<file path="config.mk">
export PLATFORM = sky130hd
export DESIGN_NAME = dcache_line_adaptor
export DESIGN_NICKNAME = d
export VERILOG_FILES = /design/src/rtl/dcache_line_adaptor.sv
export SDC_FILE = /design/constraint.sdc
export NUM_CORES = 2
export LEC_CHECK = 0
export ABC_AREA = 1
export CAP_MARGIN = 20
export CORE_AREA = 2 2 292 294
export CTS_BUF_LIST = sky130_fd_sc_hd__clkbuf_8
export CTS_CLUSTER_SIZE = 10
export DETAILED_ROUTE_END_ITERATION = 6
export DIE_AREA = 0 0 294 296
export GPL_ROUTABILITY_DRIVEN = 0
export GPL_TIMING_DRIVEN = 0
export PLACE_DENSITY = 0.69
export SLEW_MARGIN = 30
export SYNTH_ARGS = -nofsm -noshare
export SYNTH_HDL_FRONTEND = slang
export SYNTH_SLANG_ARGS = --single-unit
</file>
<file path="constraint.sdc">
create_clock -name clk -period 3.2 [get_ports clk]
set_input_delay 0.8 -clock clk [delete_from_list [all_inputs] [get_ports clk]]
set_output_delay 0.8 -clock clk [all_outputs]
set_load 0.02 [all_outputs]
</file>
<file path="src/rtl/dcache_line_adaptor.sv">
// Memory-side responder for the dcache: moves a victim line out and/or a fill line in as
// 64-bit pmem bursts, then returns a single-cycle completion pulse with the filled line.
module dcache_line_adaptor #(
    parameter int unsigned s_offset  = 5,
    parameter int unsigned s_line    = 8 * (2 ** s_offset),
    parameter int unsigned s_beat    = 64,
    parameter int unsigned num_beats = s_line / s_beat
) (
    input  logic              clk,
    input  logic              rst,
    input  logic              req_read,
    input  logic              req_write,
    input  logic [31:0]       req_fill_addr,
    input  logic [31:0]       req_wb_addr,
    input  logic [s_line-1:0] req_wdata,
    output logic              resp,
    output logic [s_line-1:0] resp_rdata,
    output logic              pmem_read,
    output logic              pmem_write,
    output logic [31:0]       pmem_addr,
    output logic [s_beat-1:0] pmem_wdata,
    input  logic [s_beat-1:0] pmem_rdata,
    input  logic              pmem_resp
);

    localparam int unsigned BeatW = $clog2(num_beats);
    localparam logic [BeatW-1:0] LastBeat = BeatW'(num_beats - 1);
    localparam logic [31:0] AddrMask = ~((32'd1 << s_offset) - 32'd1);

    localparam logic [1:0] StIdle = 2'd0;
    localparam logic [1:0] StWb   = 2'd1;
    localparam logic [1:0] StFill = 2'd2;
    localparam logic [1:0] StResp = 2'd3;

    logic [1:0]        state_q, state_d;
    logic [BeatW-1:0]  beat_q, beat_d;
    logic              fill_pending_q, fill_pending_d;
    logic [31:0]       wb_addr_q, wb_addr_d;
    logic [31:0]       fill_addr_q, fill_addr_d;
    logic [s_line-1:0] wline_q, wline_d;
    logic [s_line-1:0] rline_q, rline_d;
    logic [s_line-1:0] resp_rdata_q, resp_rdata_d;
    logic [s_line-1:0] rline_merged;

    always_comb begin
        state_d        = state_q;
        beat_d         = beat_q;
        fill_pending_d = fill_pending_q;
        wb_addr_d      = wb_addr_q;
        fill_addr_d    = fill_addr_q;
        wline_d        = wline_q;
        rline_d        = rline_q;
        resp_rdata_d   = resp_rdata_q;
        rline_merged   = rline_q;
        rline_merged[beat_q*s_beat +: s_beat] = pmem_rdata;

        case (state_q)
            StIdle: begin
                if (req_write || req_read) begin
                    wb_addr_d      = req_wb_addr & AddrMask;
                    fill_addr_d    = req_fill_addr & AddrMask;
                    wline_d        = req_wdata;
                    fill_pending_d = req_read;
                    beat_d         = '0;
                    state_d        = req_write ? StWb : StFill;
                end
            end
            StWb: begin
                if (pmem_resp) begin
                    if (beat_q == LastBeat) begin
                        beat_d  = '0;
                        state_d = fill_pending_q ? StFill : StResp;
                    end else begin
                        beat_d = beat_q + 1'b1;
                    end
                end
            end
            StFill: begin
                if (pmem_resp) begin
                    rline_d = rline_merged;
                    if (beat_q == LastBeat) begin
                        // Publish the whole line only once the final beat lands.
                        resp_rdata_d = rline_merged;
                        beat_d       = '0;
                        state_d      = StResp;
                    end else begin
                        beat_d = beat_q + 1'b1;
                    end
                end
            end
            default: state_d = StIdle;
        endcase
    end

    always_ff @(posedge clk) begin
        if (rst) begin
            state_q        <= StIdle;
            beat_q         <= '0;
            fill_pending_q <= 1'b0;
            wb_addr_q      <= '0;
            fill_addr_q    <= '0;
            wline_q        <= '0;
            rline_q        <= '0;
            resp_rdata_q   <= '0;
        end else begin
            state_q        <= state_d;
            beat_q         <= beat_d;
            fill_pending_q <= fill_pending_d;
            wb_addr_q      <= wb_addr_d;
            fill_addr_q    <= fill_addr_d;
            wline_q        <= wline_d;
            rline_q        <= rline_d;
            resp_rdata_q   <= resp_rdata_d;
        end
    end

    always_comb begin
        resp       = (state_q == StResp);
        pmem_write = (state_q == StWb);
        pmem_read  = (state_q == StFill);
        pmem_addr  = '0;
        pmem_wdata = '0;
        if (state_q == StWb) begin
            pmem_addr  = wb_addr_q;
            pmem_wdata = wline_q[beat_q*s_beat +: s_beat];
        end else if (state_q == StFill) begin
            pmem_addr = fill_addr_q;
        end
    end

    assign resp_rdata = resp_rdata_q;

endmodule

</file>
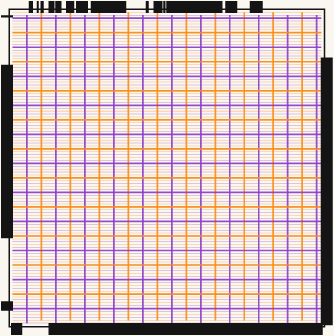
pdn.png
Pins as bars on the die edge.
net	colour
VDD	orange
VSS	purple
rows	107
met1 rails	108
met5 straps	21
signal pins	744
die height: 296 µm
die width: 294 µm

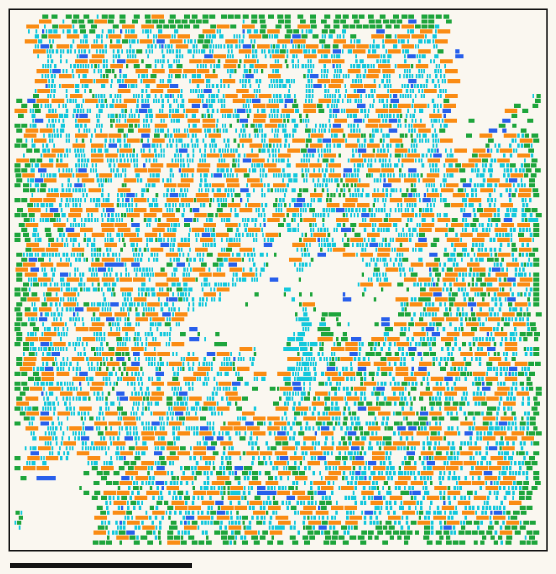
cell_classes.png
Scale bar: 100 µm.
class	colour	cells	share of their area
all other logic	cyan	4266	41%
clock drivers and dummy loads	blue	250	6.0%
other buffers and delay cells	green	1138	19%
flops	orange	827	34%
Final Cell Area: 0.0498 mm²
core area: 0.0842 mm²
Seq area share: 33.3%
post-layout util: 59.1%
Cell Rows: 107

==> reports/results.ini <==
[synth]
synth-compound-area-share_pct = 20.6
fa_ha_area_share_pct = 0.398
syn-cell-area_mm2 = 0.0377
yosysWarningCount = 0
synth_cells = 5493
edf_count = 0

[worst_setup_path]
r2r_start = beat_q[0]
rr_endpoint = resp_rdata[216]
cp-end-kind = primary output
cp_slowest_cell = dfxtp_4
r2r_cells = 11

[cells_and_area]
comb_area_share_pct = 32.6
n_all_buffers = 1138
nNetsFinal = 6779
diodes = 45
multi_input_comb_cells = 3360

[grt]
grt_first_pass_wirelength_um = 225000

[final_timing]
fmax_mhz = 316
timing.final.crit_share_pct = 99.0

[power]
pg_comb_w = 0.0120

[route]
dr.max_layer_used = met5
vias_per_cell = 5.24

[die]
chip_area_mm2 = 0.0870

[flow_run]
warning_count = 50

[hold_path]
min_to = wline_q[1]

[outcome]
status = finished, final reports clean

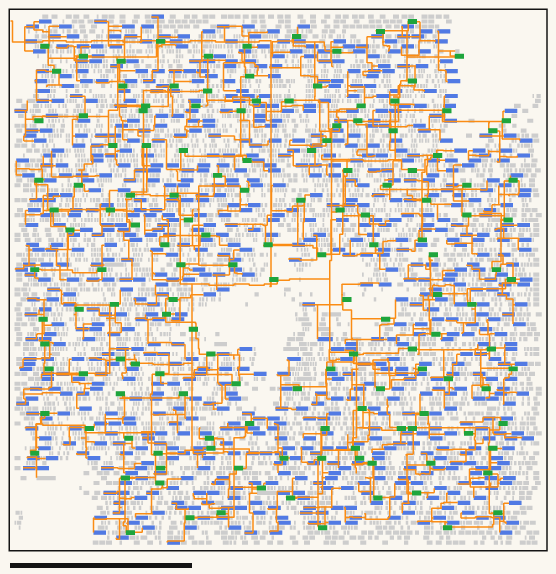
clock_map.png
Scale bar: 100 µm.
[cells driving clock nets] green | count: 145
[flip-flops] blue | count: 827
[clock wires] orange | length: 11700 µm
flops lie	spread over the die
routed clock nets	146
Late-Pin Clk Latency: 820 ps
P_clk: 0.00996 W

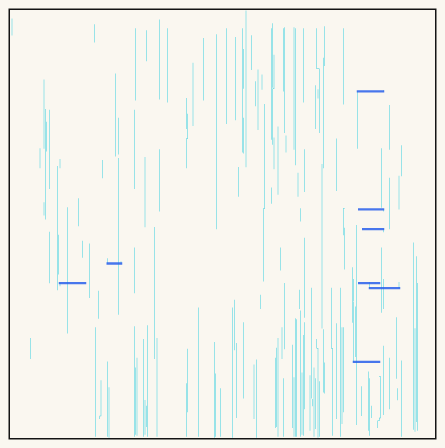
metal_stack.png
Two of the layers only.
layer	colour	wire length
met4	cyan	7460 µm
met5	blue	126 µm
drt total wl: 155000 µm
vias post-DR: 39900
routed len/inst: 20.4 µm
gr usage total: 34.3%

Power and IR drop assume default switching activity.
